**Run 1: cells coloured by class**

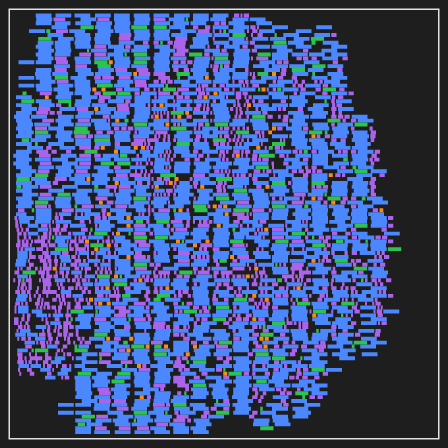
**Run 1: routing congestion map**

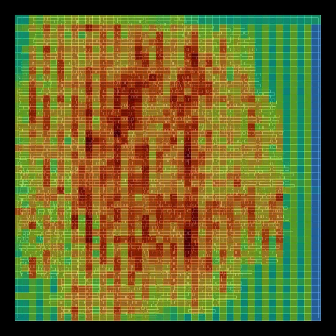
**Run 1: where the registers sit**

Other sequential cells in the stronger grey, the rest of the logic in the fainter grey.
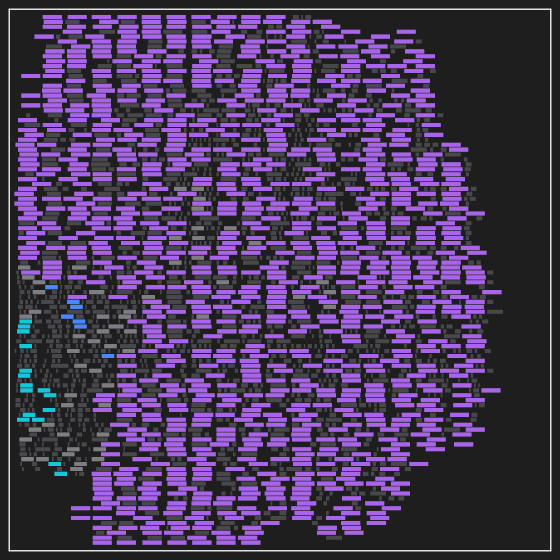
--- src/rtl/ospfb_frame_rx_pkg.sv ---
// Shared OSPFB definitions: input FSM states, status counter width and a saturating increment.
package ospfb_frame_rx_pkg;

    localparam int CNT_W = 16;

    typedef enum logic {
        ACCEPT  = 1'b0,
        DISCARD = 1'b1
    } rx_state_e;

    function automatic logic [CNT_W-1:0] sat_inc(input logic [CNT_W-1:0] value);
        return (value == '1) ? value : value + 1'b1;
    endfunction

endpackage

--- src/rtl/ospfb_frame_rx_if.sv ---
// Sample stream from the OSPFB and frame stream toward the FFT, bundled for the frame receiver.
interface ospfb_frame_rx_if #(
    parameter int WIDTH = 16
);
    logic             s_tvalid;
    logic             s_tready;
    logic [WIDTH-1:0] s_tdata;
    logic             m_tvalid;
    logic             m_tready;
    logic [WIDTH-1:0] m_tdata;
    logic             m_tlast;

    modport slave (
        input  s_tvalid, s_tdata, m_tready,
        output s_tready, m_tvalid, m_tdata, m_tlast
    );

    modport master (
        output s_tvalid, s_tdata, m_tready,
        input  s_tready, m_tvalid, m_tdata, m_tlast
    );
endinterface

--- src/rtl/ospfb_frame_rx_sync_fifo.sv ---
// Single-clock FIFO with a registered output stage; occupancy includes the word held in the output register.
module sync_fifo #(
    parameter int WIDTH = 16,
    parameter int DEPTH = 64
)(
    input  logic                   clk,
    input  logic                   rst,
    input  logic                   wr_en,
    input  logic [WIDTH-1:0]       wr_data,
    input  logic                   rd_en,
    output logic [WIDTH-1:0]       rd_data,
    output logic                   rd_valid,
    output logic [$clog2(DEPTH):0] occupancy
);
    localparam int AW = $clog2(DEPTH);
    localparam int OW = AW + 1;

    logic [WIDTH-1:0] mem [DEPTH];
    logic [AW-1:0]    wr_ptr;
    logic [AW-1:0]    rd_ptr;
    logic [OW-1:0]    mem_count;
    logic             pop;
    logic             load;

    assign pop       = rd_valid & rd_en;
    assign load      = (mem_count != '0) && (!rd_valid || pop);
    assign occupancy = mem_count + OW'(rd_valid);

    always_ff @(posedge clk) begin
        if (wr_en) begin
            mem[wr_ptr] <= wr_data;
        end
    end

    // The output register refills from memory whenever it is empty or being consumed.
    always_ff @(posedge clk) begin
        if (rst) begin
            wr_ptr    <= '0;
            rd_ptr    <= '0;
            mem_count <= '0;
            rd_valid  <= 1'b0;
            rd_data   <= '0;
        end else begin
            if (wr_en) begin
                wr_ptr <= wr_ptr + 1'b1;
            end
            if (load) begin
                rd_data  <= mem[rd_ptr];
                rd_ptr   <= rd_ptr + 1'b1;
                rd_valid <= 1'b1;
            end else if (pop) begin
                rd_valid <= 1'b0;
            end
            mem_count <= mem_count + OW'(wr_en) - OW'(load);
        end
    end

    no_write_when_full: assert property (@(posedge clk) disable iff (rst)
        !(wr_en && !pop && occupancy == OW'(DEPTH)));

endmodule

--- src/rtl/ospfb_frame_rx.sv ---
// Frames the free-running OSPFB sample stream into FFT_LEN frames, dropping whole frames when the buffer lacks room.
module ospfb_frame_rx
    import ospfb_frame_rx_pkg::*;
#(
    parameter int WIDTH   = 16,
    parameter int FFT_LEN = 32,
    parameter int DEPTH   = 2 * FFT_LEN
)(
    input  logic               clk,
    input  logic               rst,
    ospfb_frame_rx_if.slave    bus,
    output logic [CNT_W-1:0]   drop_cnt,
    output logic [CNT_W-1:0]   frame_cnt
);
    localparam int IN_W  = $clog2(FFT_LEN);
    localparam int OCC_W = $clog2(DEPTH) + 1;

    rx_state_e         state;
    rx_state_e         next_state;
    logic [IN_W-1:0]   in_ctr;
    logic [IN_W-1:0]   out_ctr;
    logic              beat;
    logic              frame_start;
    logic              wr_en;
    logic              drop_frame;
    logic              rd_hs;
    logic              fifo_valid;
    logic [WIDTH-1:0]  fifo_data;
    logic [OCC_W-1:0]  occupancy;
    logic [OCC_W-1:0]  free_space;

    assign bus.s_tready = ~rst;
    assign beat         = bus.s_tvalid & bus.s_tready;
    assign rd_hs        = fifo_valid & bus.m_tready;
    assign frame_start  = beat && (in_ctr == '0);
    // A read on the same edge frees its slot in time for the incoming frame.
    assign free_space   = OCC_W'(DEPTH) - (occupancy - OCC_W'(rd_hs));

    always_ff @(posedge clk) begin
        if (rst) begin
            state <= ACCEPT;
        end else begin
            state <= next_state;
        end
    end

    always_comb begin
        next_state = state;
        wr_en      = 1'b0;
        drop_frame = 1'b0;
        if (frame_start) begin
            next_state = (free_space >= OCC_W'(FFT_LEN)) ? ACCEPT : DISCARD;
        end
        wr_en      = beat && (next_state == ACCEPT);
        drop_frame = frame_start && (next_state == DISCARD);
    end

    always_ff @(posedge clk) begin
        if (rst) begin
            in_ctr    <= '0;
            out_ctr   <= '0;
            drop_cnt  <= '0;
            frame_cnt <= '0;
        end else begin
            if (beat) begin
                in_ctr <= in_ctr + 1'b1;
            end
            if (rd_hs) begin
                out_ctr <= out_ctr + 1'b1;
            end
            if (drop_frame) begin
                drop_cnt <= sat_inc(drop_cnt);
            end
            if (wr_en && in_ctr == IN_W'(FFT_LEN - 1)) begin
                frame_cnt <= frame_cnt + 1'b1;
            end
        end
    end

    sync_fifo #(
        .WIDTH (WIDTH),
        .DEPTH (DEPTH)
    ) u_fifo (
        .clk       (clk),
        .rst       (rst),
        .wr_en     (wr_en),
        .wr_data   (bus.s_tdata),
        .rd_en     (bus.m_tready),
        .rd_data   (fifo_data),
        .rd_valid  (fifo_valid),
        .occupancy (occupancy)
    );

    assign bus.m_tvalid = fifo_valid;
    assign bus.m_tdata  = fifo_data;
    assign bus.m_tlast  = fifo_valid && (out_ctr == IN_W'(FFT_LEN - 1));

endmodule
--- src/flat_wrapper.sv ---
// flat-port wrapper written by rule: the top's interface ports become plain ports
module ospfb_frame_rx_flat import ospfb_frame_rx_pkg::*;
#(
    parameter int WIDTH   = 16,
    parameter int FFT_LEN = 32,
    parameter int DEPTH   = 2 * FFT_LEN
)
  (clk, rst, drop_cnt, frame_cnt, bus_s_tvalid, bus_s_tdata, bus_m_tready, bus_s_tready, bus_m_tvalid, bus_m_tdata, bus_m_tlast);
  ospfb_frame_rx_if #(.WIDTH(WIDTH)) bus_i ();
  input  logic clk;
  input  logic rst;
  output logic [CNT_W-1:0] drop_cnt;
  output logic [CNT_W-1:0] frame_cnt;
  input wire logic [$bits(bus_i.s_tvalid)-1:0] bus_s_tvalid;
  input wire logic [$bits(bus_i.s_tdata)-1:0] bus_s_tdata;
  input wire logic [$bits(bus_i.m_tready)-1:0] bus_m_tready;
  output wire logic [$bits(bus_i.s_tready)-1:0] bus_s_tready;
  output wire logic [$bits(bus_i.m_tvalid)-1:0] bus_m_tvalid;
  output wire logic [$bits(bus_i.m_tdata)-1:0] bus_m_tdata;
  output wire logic [$bits(bus_i.m_tlast)-1:0] bus_m_tlast;
  assign bus_i.s_tvalid = bus_s_tvalid;
  assign bus_i.s_tdata = bus_s_tdata;
  assign bus_i.m_tready = bus_m_tready;
  assign bus_s_tready = bus_i.s_tready;
  assign bus_m_tvalid = bus_i.m_tvalid;
  assign bus_m_tdata = bus_i.m_tdata;
  assign bus_m_tlast = bus_i.m_tlast;
  ospfb_frame_rx #(.WIDTH(WIDTH), .FFT_LEN(FFT_LEN), .DEPTH(DEPTH)) u_core (.clk(clk), .rst(rst), .bus(bus_i), .drop_cnt(drop_cnt), .frame_cnt(frame_cnt));
endmodule
--- config.mk ---
export PLATFORM = sky130hd
export DESIGN_NAME = ospfb_frame_rx_flat
export DESIGN_NICKNAME = d
export VERILOG_FILES = /design/src/rtl/ospfb_frame_rx_pkg.sv /design/src/rtl/ospfb_frame_rx_if.sv /design/src/rtl/ospfb_frame_rx_sync_fifo.sv /design/src/rtl/ospfb_frame_rx.sv /design/src/flat_wrapper.sv
export SDC_FILE = /design/constraint.sdc
export NUM_CORES = 1
export LEC_CHECK = 0
export CELL_PAD_IN_SITES_DETAIL_PLACEMENT = 1
export CELL_PAD_IN_SITES_GLOBAL_PLACEMENT = 1
export CORE_MARGIN = 2
export CORE_UTILIZATION = 50
export DETAILED_ROUTE_END_ITERATION = 6
export DONT_BUFFER_PORTS = 1
export PLACE_DENSITY = 0.8
export SYNTH_ARGS = -nofsm -noshare
export SYNTH_HDL_FRONTEND = slang
export SYNTH_SLANG_ARGS = --single-unit
--- constraint.sdc ---
create_clock -name clk -period 13.2 [get_ports clk]
set_input_delay 2.64 -clock clk [delete_from_list [all_inputs] [get_ports clk]]
set_output_delay 2.64 -clock clk [all_outputs]
set_load 0.02 [all_outputs]
==> git commit body, run 1 <==
Add synthesis and place-and-route results

- Per the OpenROAD floorplan log, the area of the core is a little under 90,000 um^2.
- Sequential standard cell area: between 30,000 and 40,000 um^2
- The critical path is of the in -> reg type.
* Post-synthesis cell area: 43,500 um^2
- Combined global-route utilization of all metal layers: 27.7%
* Post-synthesis average cell area: approximately 18 um^2
* Number of nets produced by synthesis: approximately 2,500
- Layout cell share with drive strength beyond 1: between 10% and 20%
- Xor and xnor area share after synthesis: 0.825%
* Peak supply drop: 131 uV
- Counting cells, the worst reg-to-reg path comes to 15.
* Post-layout minimum cycle time: just over 7 ns
- The final report lists a non-filler cell total of between 3,000 and 4,000.
* Run status: complete, no violations
- The synthesized netlist devotes 5.37% of its cell area to simple gates.
- Number of standard cells reported by yosys: 2,461
- Per STA, the highest per-stage delay on the worst path measures between 0.7 and 0.8 ns.
- DR vias/cell: 6.43
- CTS added clock buffers totalling ~100.
- The number of setup buffers added after CTS is 0.
- The CTS log lists the clock sinks for this run as 1,103.
- Num rows: ~110
- Unrepaired setup endpoints after global routing: false
- Type of element capturing the critical path: flop
* Horizontal die size: approximately 300 um
- In this design, the critical path's most frequently occurring cell is buf_4.
- Reg2reg setup slack: 7.28 ns
* Multiplexer share: approximately 14%
- Latency at later pin: ~0.7 ns
* Number of enable flip-flop cells: around 1,000
- Maximum buffer depth of the clock tree: 3
- Max-cap violations in this run came to 0.
* IO buf count: 0
- From bottom edge to top edge, the die measures approximately 300 um.
Back to the opening pictures, 'cells coloured by class':
- purple: all other logic (cells 1,213)
- green: clock drivers and dummy loads (cells 196)
- orange: other buffers and delay cells (cells 86)
- blue: flops (cells 1,103)

Back to the opening pictures, 'routing congestion map':
Routed wire per std cell: 32.8 um
met3 Track Usage GR: 6.88%
final cell utilization of the core: 56.3%

Back to the opening pictures, 'where the registers sit':
- cyan: u_core.drop_cnt (flops 16)
- blue: u_core.u_fifo.mem_count (flops 7; where left middle)
- purple: u_core.u_fifo.mem (flops 1,024; where all over the die)
- not coloured: 56

## run 1: layout by cell type (no fill, tap or decap), drive strengths merged, types with 46 or more instances in the layout
cell	instances
mux4	134
buf	86
nor4	59
nor2	141
nand2	77
mux2i	238
nand3	90
dfxtp	79
clkbuf	140
a21oi	47
mux2	46
o22ai	75
edfxtp	1024
## run 1: report_power, final
part | total [mW] | internal [mW] | switching [mW] | leakage, nW
Combinational | 1.49 | 0.629 | 0.866 | 3.67
Sequential | 4.05 | 3.87 | 0.180 | 9.85
Clock | 3.06 | 1.71 | 1.35 | 1.67
## run 1: logic make-up after synthesis
logic type               after synthesis
flip-flops                          1103
AND-OR/OR-AND                        227
multiplexers                         418
buffers and inverters                168
XOR/XNOR                              41
adder cells (fa/ha/maj)               26
AND/OR/NAND/NOR                      478
## run 1: layout make-up
type                            count  area share [%]
Antenna cell                        1         0.00514
Clock inverter                     56            1.20
Timing Repair Buffer               86            1.33
Tap cell                         1155            2.97
Sequential cell                  1103            66.4
Clock buffer                      140            5.87
Inverter                           23           0.177
Multi-Input combinational cell   1190            22.0
## run 1: sequential cells by signal (all words and copies together) (netlist names), 5 cells and up
| signal | flops |
|---|---|
| u_core.u_fifo.rd_data | 16 |
| u_core.out_ctr | 5 |
| u_core.drop_cnt | 16 |
| u_core.u_fifo.wr_ptr | 6 |
| u_core.in_ctr | 5 |
| u_core.u_fifo.mem | 1024 |
| u_core.u_fifo.rd_ptr | 6 |
| u_core.u_fifo.mem_count | 7 |
| u_core.frame_cnt | 16 |
## run 1: worst min-delay path: cells and delay by family (launching register included)
kind	cells	cell delay, ns
simple gates	1	0.06
compound gates	1	0.06
flops	1	0.32
## run 1: metal layers
| metal | global-route usage [%] | routed length [um] |
|---|---|---|
| met5 | 0 | 42 |
| met4 | 10.7 | 4690 |
| met1 | 35.9 | 46500 |
| met3 | 6.88 | 11400 |
| met2 | 45.2 | 60500 |
## run 1: synthesized netlist by cell type, types with 20 or more instances
library cell	n
edfxtp_1	1024
mux2i_1	238
nor2_1	141
mux4_2	134
nand3_1	90
dfxtp_1	79
nand2_1	77
o22ai_1	75
clkbuf_1	64
nor4_1	59
buf_2	50
a21oi_1	46
mux2_2	46
o21ai_0	37
nor3_1	34
ha_1	24
inv_1	23
xor2_1	22
buf_1	20
nor2b_1	20
## run 1: worst max path at each step
stage | cells after the start | startpoint | slack [ns] | end
finish | 15 | bus_m_tready | 6.06 | u_core.u_fifo.mem[31][0]
global route | 15 | bus_m_tready | 5.84 | u_core.u_fifo.mem[31][0]
CTS | 14 | bus_m_tready | 6.18 | u_core.u_fifo.mem[55][14]
detailed placement | 14 | bus_m_tready | 5.48 | u_core.u_fifo.mem[31][0]
global placement | 14 | bus_m_tready | 5.59 | u_core.u_fifo.mem[31][5]
floorplan | 13 | bus_m_tready | 6.33 | u_core.u_fifo.mem[32][0]
**Run 1: placement density heat map**

30 x 30 tiles, from black (low) to pale yellow (high), 0 to 100% covered.
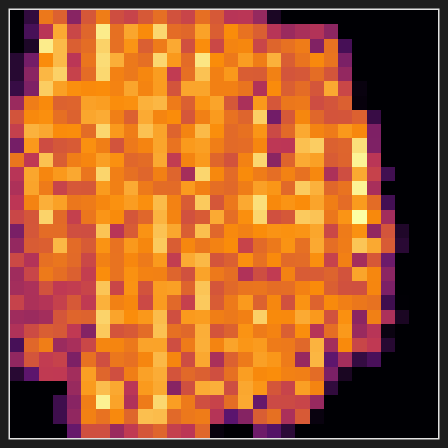

==> run 2, diff against run 1 <==
--- a/config.mk
+++ b/config.mk
@@ -11,7 +11,7 @@
 export CORE_UTILIZATION = 50
 export DETAILED_ROUTE_END_ITERATION = 6
 export DONT_BUFFER_PORTS = 1
-export PLACE_DENSITY = 0.8
+export PLACE_DENSITY = 0.83
 export SYNTH_ARGS = -nofsm -noshare
 export SYNTH_HDL_FRONTEND = slang
 export SYNTH_SLANG_ARGS = --single-unit
==> constraint.sdc (replaced) <==
create_clock -name clk -period 6.29 [get_ports clk]
set_input_delay 1.258 -clock clk [delete_from_list [all_inputs] [get_ports clk]]
set_output_delay 1.258 -clock clk [all_outputs]
set_load 0.02 [all_outputs]
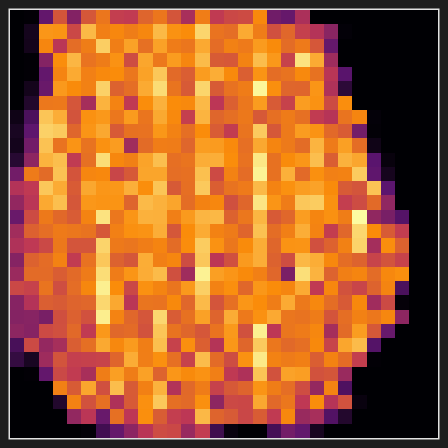
**Above:** run 2 (placement density heat map).
30 x 30 tiles, from black (low) to pale yellow (high), 0 to 100% covered.
- nearly empty tiles: 18%
- fullest tile: 99%
- tiles over 75% full: 24%
- emptiest ninth of the die: top right

==> git commit body, run 2 <==
Add synthesis and place-and-route results

- Run status: complete, no violations (unchanged)
- Synth top cells by count: 1,024 x edfxtp_1, 238 x mux2i_1, 141 x nor2_1 (unchanged)
* Leading cell type in the layout, fill and taps excluded: edfxtp_1 (unchanged)
- The width of the chip is 299 um (unchanged).
- Number of standard cells reported by yosys: 2,461 (unchanged)
- Switching part of the total power: 28.1% (was 27.9%)
* Post-layout minimum cycle time: ~5.0 ns
* Share of power burned in the clock network: 36.2% (was 35.6%)
- Part of the total power dissipated in sequential elements: 46.1% (was 47.1%)
- Int Pwr: 13.2 mW (was 6.21 mW)
- Leading cell types in the layout, fill and taps excluded: 1,024 x edfxtp_1, 238 x mux2i_1, 136 x nor2_1 (was 1,024 x edfxtp_1, 238 x mux2i_1, 135 x nor2_1).
* Post-synthesis average cell area: 17.7 um^2 (unchanged)
* IO buf count: 0 (unchanged)
- The minimum setup slack among reg-to-reg paths came to 1.28 ns (was 7.28 ns).
- The length in cells of the worst reg-to-reg path came to 20 (was 15).
- The net count of the mapped netlist was 2,507 (unchanged).
* Cts bufs inserted: 108 (was 104)
* Num rows: 108 (unchanged)
- The number of flops mapped to enable cells by yosys is 1,024 (unchanged).
* Number of maximum-capacitance violations: 0 (unchanged)
* Path length in cells of the critical path: 20 (was 15)
- Placeable Area: 86,500 um^2 (unchanged)
* Routed wire per std cell: 33.6 um (was 32.8 um)
- The via density per instance is 6.54 (was 6.43).
- Post-synthesis cell area: 43,500 um^2 (unchanged)
* Type of element capturing the critical path: flop (unchanged)
- The number of post-CTS setup repair buffers is 0 (unchanged).
* Worst Setup EP: u_core.u_fifo.mem_count[6] (was u_core.u_fifo.mem[31][0])
* Top cell type by instance count after synthesis: edfxtp_1 (unchanged)
- Maximum buffer depth of the clock tree: 3 (unchanged)
- The clock sink count came to 1,103 (unchanged).
- Max FFs per register: 1,024 (unchanged)
* Net switching power figure: 5.17 mW (was 2.40 mW)
- The ratio of cells with drive above 1 in the final layout is 19.2% (about the same).
* Overall die height: 299 um (unchanged)
run 2: final cells by class:
class | instances | area (um^2) | share of cell area [%]
clock buffer | 128 | 2860 | 5.85
timing repair buffer | 88 | 686 | 1.40
sequential | 1103 | 32300 | 66.2
multi-input combinational | 1190 | 10700 | 21.9
antenna | 3 | 7.51 | 0.0154
tap | 1155 | 1450 | 2.96
clock inverter | 72 | 734 | 1.50
inverter | 23 | 86.3 | 0.177
run 2: worst min-delay path by stage:
stage / start / endpoint / slack (ns) / depth (start not counted)
5_1_grt: u_core.out_ctr[4] / u_core.out_ctr[4] / 0.49 / 2
4_1_cts: u_core.out_ctr[4] / u_core.out_ctr[4] / 0.47 / 2
6_report: u_core.out_ctr[4] / u_core.out_ctr[4] / 0.46 / 2
3_3_place_gp: u_core.out_ctr[4] / u_core.out_ctr[4] / 0.44 / 2
2_1_floorplan: u_core.out_ctr[4] / u_core.out_ctr[4] / 0.44 / 2
3_5_place_dp: u_core.out_ctr[4] / u_core.out_ctr[4] / 0.46 / 2
run 2: logic make-up (layout without fill, tap and decap cells):
group           Yosys count  in the layout  synth area share, %
other cells               0              3                    0
fa+ha+maj                26             26                0.782
buf+inv                 168            311                 1.69
mux                     418            418                 13.6
compound gates          227            227                 3.42
xor+xnor                 41             41                0.825
simple gates            478            478                 5.37
flops                  1103           1103                 74.3
run 2: power by group through the flow:
stage | Sequential (mW) | Clock [mW] | Combinational, mW
CTS | 8.45 | 6.68 | 3.23
detailed placement | 8.60 | 0 | 3.16
global route | 8.48 | 6.93 | 3.41
floorplan | 8.40 | 0 | 2.38
finish | 8.46 | 6.65 | 3.26
global placement | 8.58 | 0 | 3.01
run 2: per-layer routing:
metal,global-route usage (%),up-vias,share of wire (%)
met5,0,-,0.012
met1,37.5,12900,38
met4,10.5,2,3.6
met2,45.2,1561,48
met3,7.44,281,10
li1,-,9892,-
run 2: metrics by stage:
step                      instances  util [%]  hold slack (ns)  area, um^2  setup slack [ns]
after floorplan                2461         -            0.441       43500             0.798
after global placement         3558      52.3            0.442       45300             0.954
after detailed placement       3558      52.3            0.459       45300             0.772
after CTS                      3758      56.5            0.469       48900              1.29
after global routing           3759      56.5            0.493       48900             0.862
final                          3762      56.5            0.465       48900              1.28
run 2: worst min-delay path: stages (launching register included):
cell and delay [ns]:
dfxtp_1 0.31, nand2_1 0.06, a21oi_1 0.06
**Run 2: cells coloured by class**

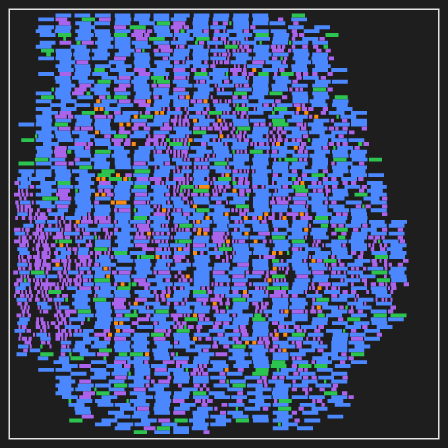

==> run 3, diff against run 2 <==
--- a/config.mk
+++ b/config.mk
@@ -11,7 +11,7 @@
 export CORE_UTILIZATION = 50
 export DETAILED_ROUTE_END_ITERATION = 6
 export DONT_BUFFER_PORTS = 1
-export PLACE_DENSITY = 0.83
+export PLACE_DENSITY = 0.8
 export SYNTH_ARGS = -nofsm -noshare
 export SYNTH_HDL_FRONTEND = slang
 export SYNTH_SLANG_ARGS = --single-unit
==> constraint.sdc (replaced) <==
create_clock -name clk -period 5.2 [get_ports clk]
set_input_delay 1.04 -clock clk [delete_from_list [all_inputs] [get_ports clk]]
set_output_delay 1.04 -clock clk [all_outputs]
set_load 0.02 [all_outputs]
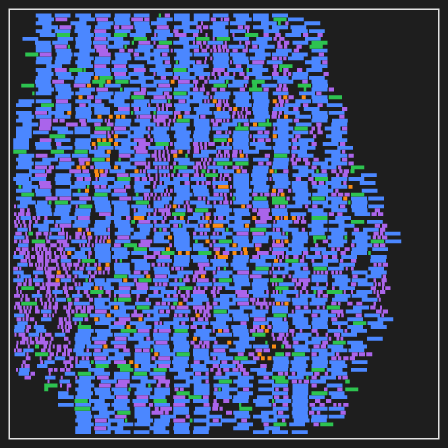
**Above:** run 3 (cells coloured by class).
- orange: other buffers and delay cells (cells 109)
- purple: all other logic (cells 1,213)
- green: clock drivers and dummy loads (cells 192)
- blue: flops (cells 1,103)

==> git commit body, run 3 <==
Add synthesis and place-and-route results

* Run status: complete, no violations (unchanged)
- The number of post-CTS setup repair buffers came to 0 (unchanged).
- The clock latency reported for the late side of the worst-skew pair was 0.70 ns (was 0.71 ns).
- The total number of placement rows is 108 (unchanged).
- The net count of the mapped netlist was 2,507 (unchanged).
- Type of the worst setup path: reg -> reg (unchanged)
- Cts bufs inserted: 107 (was 108)
- Power Density: 448 nW/um^2 (was 376 nW/um^2)
- The placeable core region is 86,500 um^2 (unchanged).
- The clock sink count came to 1,103 (unchanged).
- The per-instance average area after synthesis is 17.7 um^2 (unchanged).
* Final standard cell count with taps included and fillers excluded: 3,773 (was 3,762)
* Max FFs per register: 1,024 (unchanged)
- Worst slew margin relative to its limit: 21.0% (was 13.7%)
- The number of cell instances after yosys synthesis is 2,461 (unchanged).
- Type of element capturing the critical path: flop (unchanged)
- Post-layout minimum cycle time: 4.58 ns (was 5.01 ns)
* Maximum buffer depth of the clock tree: 3 (unchanged)
- Leading cell types in the layout, fill and taps excluded: 1,024 x edfxtp_1, 238 x mux2i_1, 141 x nor2_1 (was 1,024 x edfxtp_1, 238 x mux2i_1, 136 x nor2_1)
- Reg2reg setup slack: 0.62 ns (was 1.28 ns)
* Synth top cells by count: 1,024 x edfxtp_1, 238 x mux2i_1, 141 x nor2_1 (unchanged)
* Overall die height: 299 um (unchanged)
- Peak supply drop: 374 uV (was 272 uV)
- Number of enable flip-flop cells: 1,024 (unchanged)
- Leading cell type in the layout, fill and taps excluded: edfxtp_1 (unchanged)
* Number of global-route vias before repair: 25,300 (was 25,500)
- Count of hold-fix buffers inserted at cts: 0 (unchanged)
- Post-synthesis cell area: 43,500 um^2 (unchanged)
- Unrepaired setup endpoints after global routing: false (unchanged).
- The ratio of cells with drive above 1 in the final layout is 19.4% (was 19.2%).
* IO buf count: 0 (unchanged)
* Worst hold slack: 0.414 ns (was 0.465 ns)
* Worst setup margin: 0.615 ns (was 1.28 ns)
- Most flops, register: u_core.u_fifo.mem (unchanged)
* Combined global-route utilization of all metal layers: 27.5% (was 28.3%)
- The most frequent cell after synthesis is edfxtp_1 (unchanged).
- Horizontal die size: 299 um (unchanged)
* Routed wire per std cell: 32.3 um (was 33.6 um)
- Number of placed cells counting well taps: 3,580 (was 3,558)
## run 3: cell families (layout without fill, tap and decap cells)
group	count (synthesis)	in the layout	share of synthesized area, %
buffers and inverters	168	324	1.69
flip-flops	1103	1103	74.3
XOR/XNOR	41	41	0.825
other	0	1	0
multiplexers	418	418	13.6
AND/OR/NAND/NOR	478	478	5.37
adder cells (fa/ha/maj)	26	26	0.782
AND-OR/OR-AND	227	227	3.42
## run 3: metal layers
layer	vias up	share of wire (%)	GRT usage, %
li1	9941	-	-
met1	12500	39	36.5
met2	1276	48	44.0
met3	281	9.0	6.56
met4	0	4.1	10.8
met5	-	0	0
## run 3: where the power goes
part | total (mW) | leakage (nW) | switching, mW | internal, mW
sequential | 10.2 | 9.85 | 0.387 | 9.83
combinational | 3.92 | 3.80 | 2.30 | 1.62
clock | 7.78 | 1.69 | 3.38 | 4.40
total | 21.9 | 15.3 | 6.06 | 15.8
## run 3: final cells by class
| type | count | area, um^2 | area share [%] |
|---|---|---|---|
| clock inverters | 69 | 662 | 1.35 |
| clock buffers | 123 | 2800 | 5.73 |
| multi-input cells | 1190 | 10700 | 21.9 |
| repair buffers | 109 | 868 | 1.77 |
| flip-flops and latches | 1103 | 32300 | 66.1 |
| diodes | 1 | 2.50 | 0.00512 |
| well taps | 1155 | 1450 | 2.95 |
| inverters | 23 | 86.3 | 0.176 |
## run 3: critical path, stage by stage (launching register included)
cell and delay (ns):
dfxtp_1 0.60, nand2_1 0.28, fa_1 0.42, inv_1 0.08, ha_1 0.17, inv_1 0.05, ha_1 0.18, or3b_4 0.39
a21oi_4 0.22, nor3_4 0.05, a211oi_1 0.33, ha_1 0.25, inv_1 0.07, fa_1 0.44, nand2b_1 0.19, a21oi_1 0.20
o21ai_0 0.13, a21oi_1 0.22, or4_1 0.14, nand2_1 0.06
## run 3: metrics by stage
step	utilization, %	instance area, um^2
after global routing	56.6	48900
final	56.6	48900
after global placement	52.6	45500
after CTS	56.6	48900
after floorplan	-	43500
after detailed placement	52.6	45500
## run 3: final timing paths
kind	cells after the start	start	end
worst max-delay path	19	u_core.u_fifo.rd_valid	u_core.u_fifo.mem_count[6]
worst min-delay path	1	rst	u_core.u_fifo.rd_ptr[0]
worst max register to register	19	u_core.u_fifo.rd_valid	u_core.u_fifo.mem_count[6]
worst min register to register	2	u_core.out_ctr[4]	u_core.out_ctr[4]
Power and IR drop assume default switching activity.
